### M1 wires, run 1

Supply wires on this layer in gray.
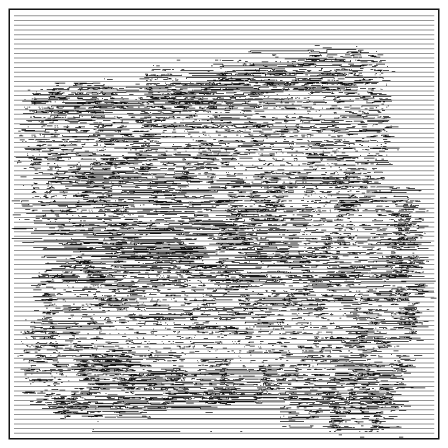
### M2 wires, run 1

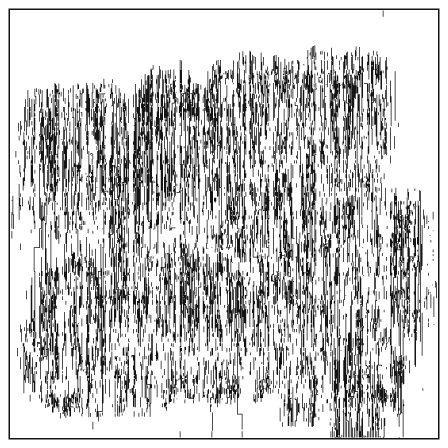
### M3 wires, run 1

Scale bar: 50 um. Cells faint in the background.
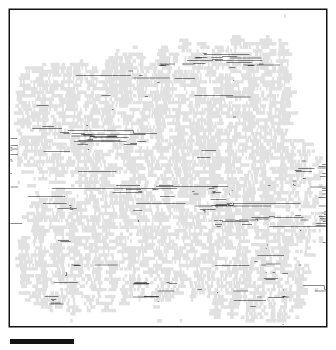
==> config.mk <==
export PLATFORM = sky130hd
export DESIGN_NAME = conv_sequencer_flat
export DESIGN_NICKNAME = d
export VERILOG_FILES = /design/src/rtl/conv_pkg.sv /design/src/rtl/conv_sequencer_if.sv /design/src/rtl/conv_sequencer.sv /design/src/flat_wrapper.sv
export SDC_FILE = /design/constraint.sdc
export NUM_CORES = 1
export LEC_CHECK = 0
export CORE_MARGIN = 2
export CORE_UTILIZATION = 40
export CTS_BUF_LIST = sky130_fd_sc_hd__clkbuf_4 sky130_fd_sc_hd__clkbuf_8
export CTS_CLUSTER_SIZE = 25
export DETAILED_ROUTE_END_ITERATION = 12
export HOLD_SLACK_MARGIN = 0.05
export SETUP_SLACK_MARGIN = 0.4
export SLEW_MARGIN = 20
export SYNTH_ARGS = -nofsm -noshare
export SYNTH_HDL_FRONTEND = slang
export SYNTH_SLANG_ARGS = --single-unit
==> constraint.sdc <==
create_clock -name clk -period 2.96 [get_ports clk]
set_clock_uncertainty 0.1 [all_clocks]
set_input_delay 0.592 -clock clk [delete_from_list [all_inputs] [get_ports clk]]
set_output_delay 0.592 -clock clk [all_outputs]
set_load 0.02 [all_outputs]
==> impl_results.rst, run 1 <==
Metrics
=======

.. list-table::
   :header-rows: 1

   * - Metric
     - Value
   * - Run status
     - finished, violations left
   * - Violations in the final reports
     - setup timing
   * - Quantity of hold-fixing buffers added after cts
     - 0
   * - Total die size
     - 61600 um2
   * - Achievable frequency
     - approximately 120 MHz
   * - Arrival time at the worst endpoint
     - 8.56 ns
   * - Synth Area in Simple Gates
     - 12.5%
   * - Worst Setup End Kind
     - flop
   * - Number of max-slew violations in the final report
     - 0
   * - Most frequent cells after synthesis
     - 631 x sky130_fd_sc_hd__inv_1, 493 x sky130_fd_sc_hd__fa_1, 204 x sky130_fd_sc_hd__ha_1
   * - Final setup slack of the worst path
     - -5.42 ns
   * - Met2 routed WL
     - 34200 um
   * - Logic cell area
     - 20400 um2
   * - Logic share of the area
     - 64.6%
   * - OpenROAD warning count
     - 37
   * - Sequential cell count of the final layout
     - 89
   * - Cell group occupying the most layout area
     - multi-input combinational cells
   * - Commonest Layout Cell
     - sky130_fd_sc_hd__inv_1
   * - Placed instance count
     - ~3800
   * - Ports
     - 73
   * - Final HPWL from detailed placement
     - 55100 um
   * - Number of clock sinks
     - 89
   * - DRC violations left
     - 0
   * - Dominant comb cell
     - adder cells
   * - Yosys top cell by area
     - sky130_fd_sc_hd__fa_1
   * - Gr busiest metal
     - met2
   * - Most frequent cells in the layout
     - 593 x sky130_fd_sc_hd__inv_1, 534 x sky130_fd_sc_hd__buf_4, 468 x sky130_fd_sc_hd__fa_1, 174 x sky130_fd_sc_hd__nand2_1, 171 x sky130_fd_sc_hd__ha_1
   * - Setup-violating endpoint count in the final report
     - 87
   * - Well-tap cell count
     - 773
   * - Layout multi-input combinational cell count
     - 1764
   * - Maximum fanout along the worst path
     - 3
   * - Register area
     - between 2000 and 2500 um2
   * - Final Hold Violating Endpoints
     - 0
   * - Setup fix buffers added after clock tree synthesis
     - approximately 46
   * - Synthesized net count
     - 3304
   * - Number of antenna violations at the first check in global routing
     - 2
   * - Area overhead of the layout relative to synthesis
     - 32.7%
   * - Setup repair after global routing missed its margin
     - true
   * - Post-Synthesis Mean Instance Area
     - 9.25 um2
   * - TritonCTS clock tree
     - yes
   * - Number of synthesized flops with an enable pin
     - 0
   * - Library cell used as clock root buffer
     - sky130_fd_sc_hd__clkbuf_8
   * - Inserted Clock Buffers
     - 9
   * - Placeable Area
     - 59000 um2
   * - Flops & latches, synth
     - ~89
   * - Count of clock-net buffers in the final layout
     - 12
   * - Most area-consuming cells after synthesis
     - sky130_fd_sc_hd__fa_1 41%, sky130_fd_sc_hd__ha_1 11%, sky130_fd_sc_hd__inv_1 9.9%
   * - Number of antenna repair diodes
     - 0
   * - Max-capacitance violation count
     - 0
   * - Floorplan core density
     - 40.4%
   * - Final RePlAce weighted congestion
     - 0.915
   * - Repair and plain buffers
     - about 660
   * - First-pass GRT wire length
     - 108000 um
   * - Relative area of clock buffers and inverters in the final design
     - 0.648%
   * - Non-filler cells in the finished layout
     - 3935
   * - Sum of overflow across all layers after global routing
     - 0
   * - Maximum number of pins on one net before global-route repair
     - 47
   * - Dominant register cell in the synthesized netlist
     - sky130_fd_sc_hd__dfrtp_1
   * - Seq/total area
     - 7.04%
   * - Worst-margin pin slew
     - 0.697 ns
   * - Gate count of the mapped netlist
     - roughly 2600
   * - Relative max-transition margin
     - 53.5%
   * - Yosys stat cell total
     - 2578
   * - Hold Worst Slack
     - 0.128 ns
   * - Clock latency at the later pin of the worst-skew pair
     - ~0.38 ns
   * - Clock slew seen by the registers of the worst setup and hold paths
     - about 0.090 ns
   * - Number of global-route vias before repair
     - 21300
   * - Share of synthesized area occupied by flip-flops and latches
     - 9.34%
   * - Met3 wire length
     - 2140 um
   * - Adder-cell share of the synthesized area
     - 52.1%
   * - Number of optimization iterations in the first detailed-route pass
     - 5
   * - Post-synthesis xor/xnor area fraction
     - 4.52%
   * - Inverters, non-clock
     - approximately 640
   * - Routed wire length per instance
     - 16.7 um
   * - Hold Path Class
     - in2async
   * - Count of port buffers added during placement
     - 71
   * - Post-layout period usage of the worst path
     - 283%
   * - Mux cell area share after synthesis
     - around 1.8%
Back to the opening pictures, 'M1 wires':
nets with wire on the layer: 3643
wire length on this layer: 28.7 mm
longest straight run: 83.7 um
main direction: horizontal
share of all routed wire: 44%
M1 GR Usage: 30.1%
total wirelength of the detailed-routed design: 65700 um
total number of vias: 19500

Back to the opening pictures, 'M2 wires':
nets with wire on the layer: 3468
longest straight run: 87.4 um
met2 track utilization from global routing: 40.1%

Back to the opening pictures, 'M3 wires':
share of all routed wire: 3.3%
wire length on this layer: 2140 um
main direction: horizontal
met3 demand-to-capacity share in global routing: 1.84%

## run 1: stage by stage
stage                     util [%]  TNS, ns  worst slack (ns)  area [um2]
final                         53.7  -398.35             -5.42       31700
after global routing          53.7  -424.22             -5.67       31700
after CTS                     52.9  -404.20             -5.38       31200
after detailed placement      50.6  -475.01             -6.35       29900
after global placement        50.6  -471.34             -6.20       29900
after floorplan                  -  -362.48             -5.71       25000
## run 1: worst max-delay path, delay by kind of cell
kind | cells | cell delay (ns)
AND/OR/NAND/NOR | 4 | 1.07
buffers and inverters | 9 | 0.59
XOR/XNOR | 2 | 0.33
adder cells (fa/ha/maj) | 9 | 4.30
multiplexers | 1 | 0.25
AND-OR/OR-AND | 7 | 1.39
==> run 2: changes to the inputs <==
Settings changed: RECOVER_POWER from default to 100.
Clock period 2.96 ns to 9.44 ns, I/O delays scaled along.
### M2 wires, run 2

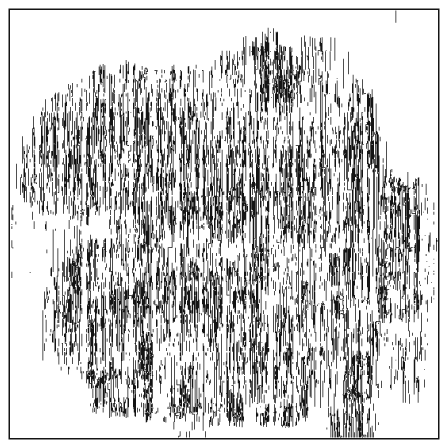
total wirelength of the detailed-routed design: 63700 um
total number of vias: 19100

### Signal wires on met4, run 2

Supply wires on this layer in gray. Cells faint in the background.
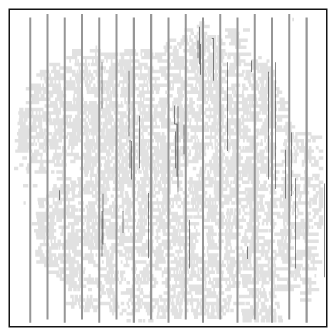
nets with wire on the layer: 25
main direction: vertical
longest straight run: 99.3 um

==> impl_results.rst, run 2 <==
Metrics
=======

.. list-table::
   :header-rows: 1

   * - Metric
     - Value
   * - Maximum number of pins on one net before global-route repair
     - 70 (+49%)
   * - Crit path top cell by count
     - sky130_fd_sc_hd__fa_1
   * - Repair and plain buffers
     - 558 (-15%)
   * - Total number of nets in the final design
     - between 3000 and 4000
   * - Number of optimization iterations in the first detailed-route pass
     - 5 (unchanged)
   * - CP max stage delay
     - 0.61 ns
   * - Ports
     - 73 (unchanged)
   * - OpenROAD warning count
     - 37 (unchanged)
   * - Commonest Layout Cell
     - sky130_fd_sc_hd__inv_1
   * - Count of clock-net buffers in the final layout
     - 9 (-3)
   * - Number of antenna repair diodes
     - 1 (+1)
   * - Yosys top cell by area
     - sky130_fd_sc_hd__fa_1
   * - Maximum fanout along the worst path
     - 3 (unchanged)
   * - Number of max-slew violations in the final report
     - 92 (+92)
   * - Logic share of the area
     - 65.5% (+0.97 points)
   * - Layout multi-input combinational cell count
     - 1761 (-0.17%)
   * - Gate count of the mapped netlist
     - 2578 (unchanged)
   * - Count of port buffers added during placement
     - 71 (unchanged)
   * - Inserted Clock Buffers
     - 9 (unchanged)
   * - Achievable frequency
     - 103 MHz
   * - Violations in the final reports
     - capacitance limit, slew limit, setup timing
   * - Share of synthesized area occupied by flip-flops and latches
     - 9.34% (unchanged)
   * - Met2 routed WL
     - 32700 um (-4.4%)
   * - Tally of nets with antenna violations remaining after routing
     - 0
   * - Post-Synthesis Mean Instance Area
     - 9.25 um2 (unchanged)
   * - Setup repair after global routing missed its margin
     - true
   * - Cell with the most instances after synthesis
     - sky130_fd_sc_hd__inv_1
   * - Worst-margin pin slew
     - 3.77 ns (+3.08 ns)
   * - Required arrival time at the worst endpoint
     - 9.62 ns
   * - Dominant delay contributor by cell family on the critical path
     - adder cells
   * - Met2 track utilization from global routing
     - 39.3% (-0.78 points)
   * - Rows
     - 89
   * - Vias per Instance
     - just under 5
   * - Met3 demand-to-capacity share in global routing
     - 1.56% (-0.28 points)
   * - Wire length on met1
     - 27700 um
   * - Total global-route track usage
     - 21.9%
   * - Placeable Area
     - 59000 um2 (unchanged)
   * - Sequential cell count of the final layout
     - 89 (unchanged)
   * - Relative max-transition margin
     - -152% (-210 points)
   * - Inverters, non-clock
     - 637 (unchanged)
   * - Final Hold Violating Endpoints
     - 0 (unchanged)
   * - Area overhead of the layout relative to synthesis
     - 27.7%
   * - DRC violations left
     - 0 (unchanged)
   * - Run status
     - finished, violations left
   * - Floorplan die height
     - ~250 um
   * - Synthesized net count
     - 3304 (unchanged)
   * - Maximum buffer depth of the clock tree
     - 2
   * - Yosys warning total
     - 0
   * - Total of cells resized after clock tree synthesis
     - 233
   * - Number of clock sinks
     - 89 (unchanged)
   * - Logic cell area
     - 20000 um2 (-2.4%)
   * - Setup fix buffers added after clock tree synthesis
     - 52 (+13%)
   * - Standard cell area after detailed placement
     - 28800 um2 (-3.8%)
   * - Cell group occupying the most layout area
     - multi-input combinational cells
   * - Clock latency at the later pin of the worst-skew pair
     - 0.40 ns (+0.02 ns)
   * - Worst setup timing slack at the placement stage
     - -1.28 ns (+5.07 ns)
   * - Worst r2r path cells
     - 5
   * - Number of DRC markers in iteration 0
     - around 1100
   * - Most area-consuming cells after synthesis
     - sky130_fd_sc_hd__fa_1 41%, sky130_fd_sc_hd__ha_1 11%, sky130_fd_sc_hd__inv_1 9.9%
   * - Gr busiest metal
     - met2
   * - CP Buf/Inv Count
     - 9 (unchanged)
   * - Number of fill cells
     - 5360
   * - Min Clock Period, post-route
     - 9.71 ns
   * - First-pass GRT wire length
     - 107000 um (-1.2%)
   * - Floorplan core density
     - 40.4% (unchanged)
   * - Most frequent cells after synthesis
     - 631 x sky130_fd_sc_hd__inv_1, 493 x sky130_fd_sc_hd__fa_1, 204 x sky130_fd_sc_hd__ha_1
   * - Hold Path Class
     - reg2reg
   * - Area of the mapped netlist
     - 23900 um2
   * - Ratio of cells with drive above 1 in the final layout
     - 24.5%
   * - Seq/total area
     - 7.31% (+0.27 points)
   * - Relative area of clock buffers and inverters in the final design
     - 0.719% (+0.071 points)
   * - Worst Setup End Kind
     - flop
   * - Worst Setup Path Type
     - in2reg
   * - Post-layout period usage of the worst path
     - 103%
   * - Register area
     - 2230 um2 (about the same)
   * - Flops & latches, synth
     - 89 (unchanged)
   * - Dominant register cell in the synthesized netlist
     - sky130_fd_sc_hd__dfrtp_1
   * - Met3 wire length
     - 2180 um (+1.7%)
   * - Most frequent cells in the layout
     - 579 x sky130_fd_sc_hd__inv_1, 467 x sky130_fd_sc_hd__fa_1, 423 x sky130_fd_sc_hd__buf_4, 186 x sky130_fd_sc_hd__ha_1, 183 x sky130_fd_sc_hd__nand2_1
   * - Library cell contributing the largest single delay on the critical path
     - sky130_fd_sc_hd__or4_4
   * - Yosys-reported design area after synthesis
     - 23900 um2
   * - Sum of overflow across all layers after global routing
     - 0 (unchanged)
   * - Well-tap cell count
     - 773 (unchanged)
   * - Number of global-route vias before repair
     - 21100 (-0.88%)
   * - Depth of the CTS H-tree
     - 3
   * - Share of synthesized registers carrying an async set or reset
     - 100%
   * - Final design area excluding fillers
     - 30500 um2 (-3.8%)
   * - Final HPWL from detailed placement
     - 53900 um (-2.2%)
   * - Flip-flop count of the largest register after layout
     - 31
   * - Final setup slack of the worst path
     - -0.272 ns (+5.15 ns)
   * - Number of library cell types mapped by synthesis
     - 77
   * - Library cell used as clock root buffer
     - sky130_fd_sc_hd__clkbuf_8
   * - Routed wire length per instance
     - 16.6 um (-0.49%)
   * - Horizontal die size
     - around 250 um
   * - Number of gates on the worst path with buffers counted
     - 33 (+3.1%)
   * - Number of synthesized flops with an enable pin
     - 0 (unchanged)
   * - Data buffer area share
     - 15.3%
   * - Max-capacitance violation count
     - 2 (+2)
   * - M1 GR Usage
     - 29.0% (-1.1 points)
   * - Register-to-register setup slack
     - 5.66 ns
   * - Arrival time at the worst endpoint
     - 9.89 ns (+1.33 ns)
   * - Final RePlAce weighted congestion
     - 0.882 (-3.6%)
   * - Quantity of hold-fixing buffers added after cts
     - 0 (unchanged)
   * - Hold Path Cell Cnt
     - 1
   * - Post-synth top area share
     - between 40% and 50%
   * - Worst setup SP type
     - input port
   * - Uppermost routed layer
     - met4
   * - Total die size
     - 61600 um2 (unchanged)
   * - TritonCTS clock tree
     - yes
   * - Yosys stat cell total
     - 2578 (unchanged)
   * - Setup-violating endpoint count in the final report
     - 70 (-20%)
   * - Clock slew seen by the registers of the worst setup and hold paths
     - 0.10 ns (about the same)
   * - Number of antenna violations at the first check in global routing
     - 1 (-1)
[run 2: cells by family after synthesis]
family	share of synthesized area, %
XOR/XNOR	4.52
buffers and inverters	11.6
multiplexers	1.75
adder cells (fa/ha/maj)	52.1
AND/OR/NAND/NOR	12.5
flip-flops	9.34
other	0.0157
AND-OR/OR-AND	8.15
[run 2: stage by stage]
step           std cells  hold WS [ns]  utilization [%]  setup TNS (ns)
3_3_place_gp        3751         0.369             48.7          -36.08
3_5_place_dp        3751         0.377             48.7          -40.36
6_report            3835         0.400             51.6           -7.59
5_1_grt             3834         0.420             51.6          -23.96
4_1_cts             3819         0.406             51.0          -0.864
2_1_floorplan       2578         0.358                -           -1.81
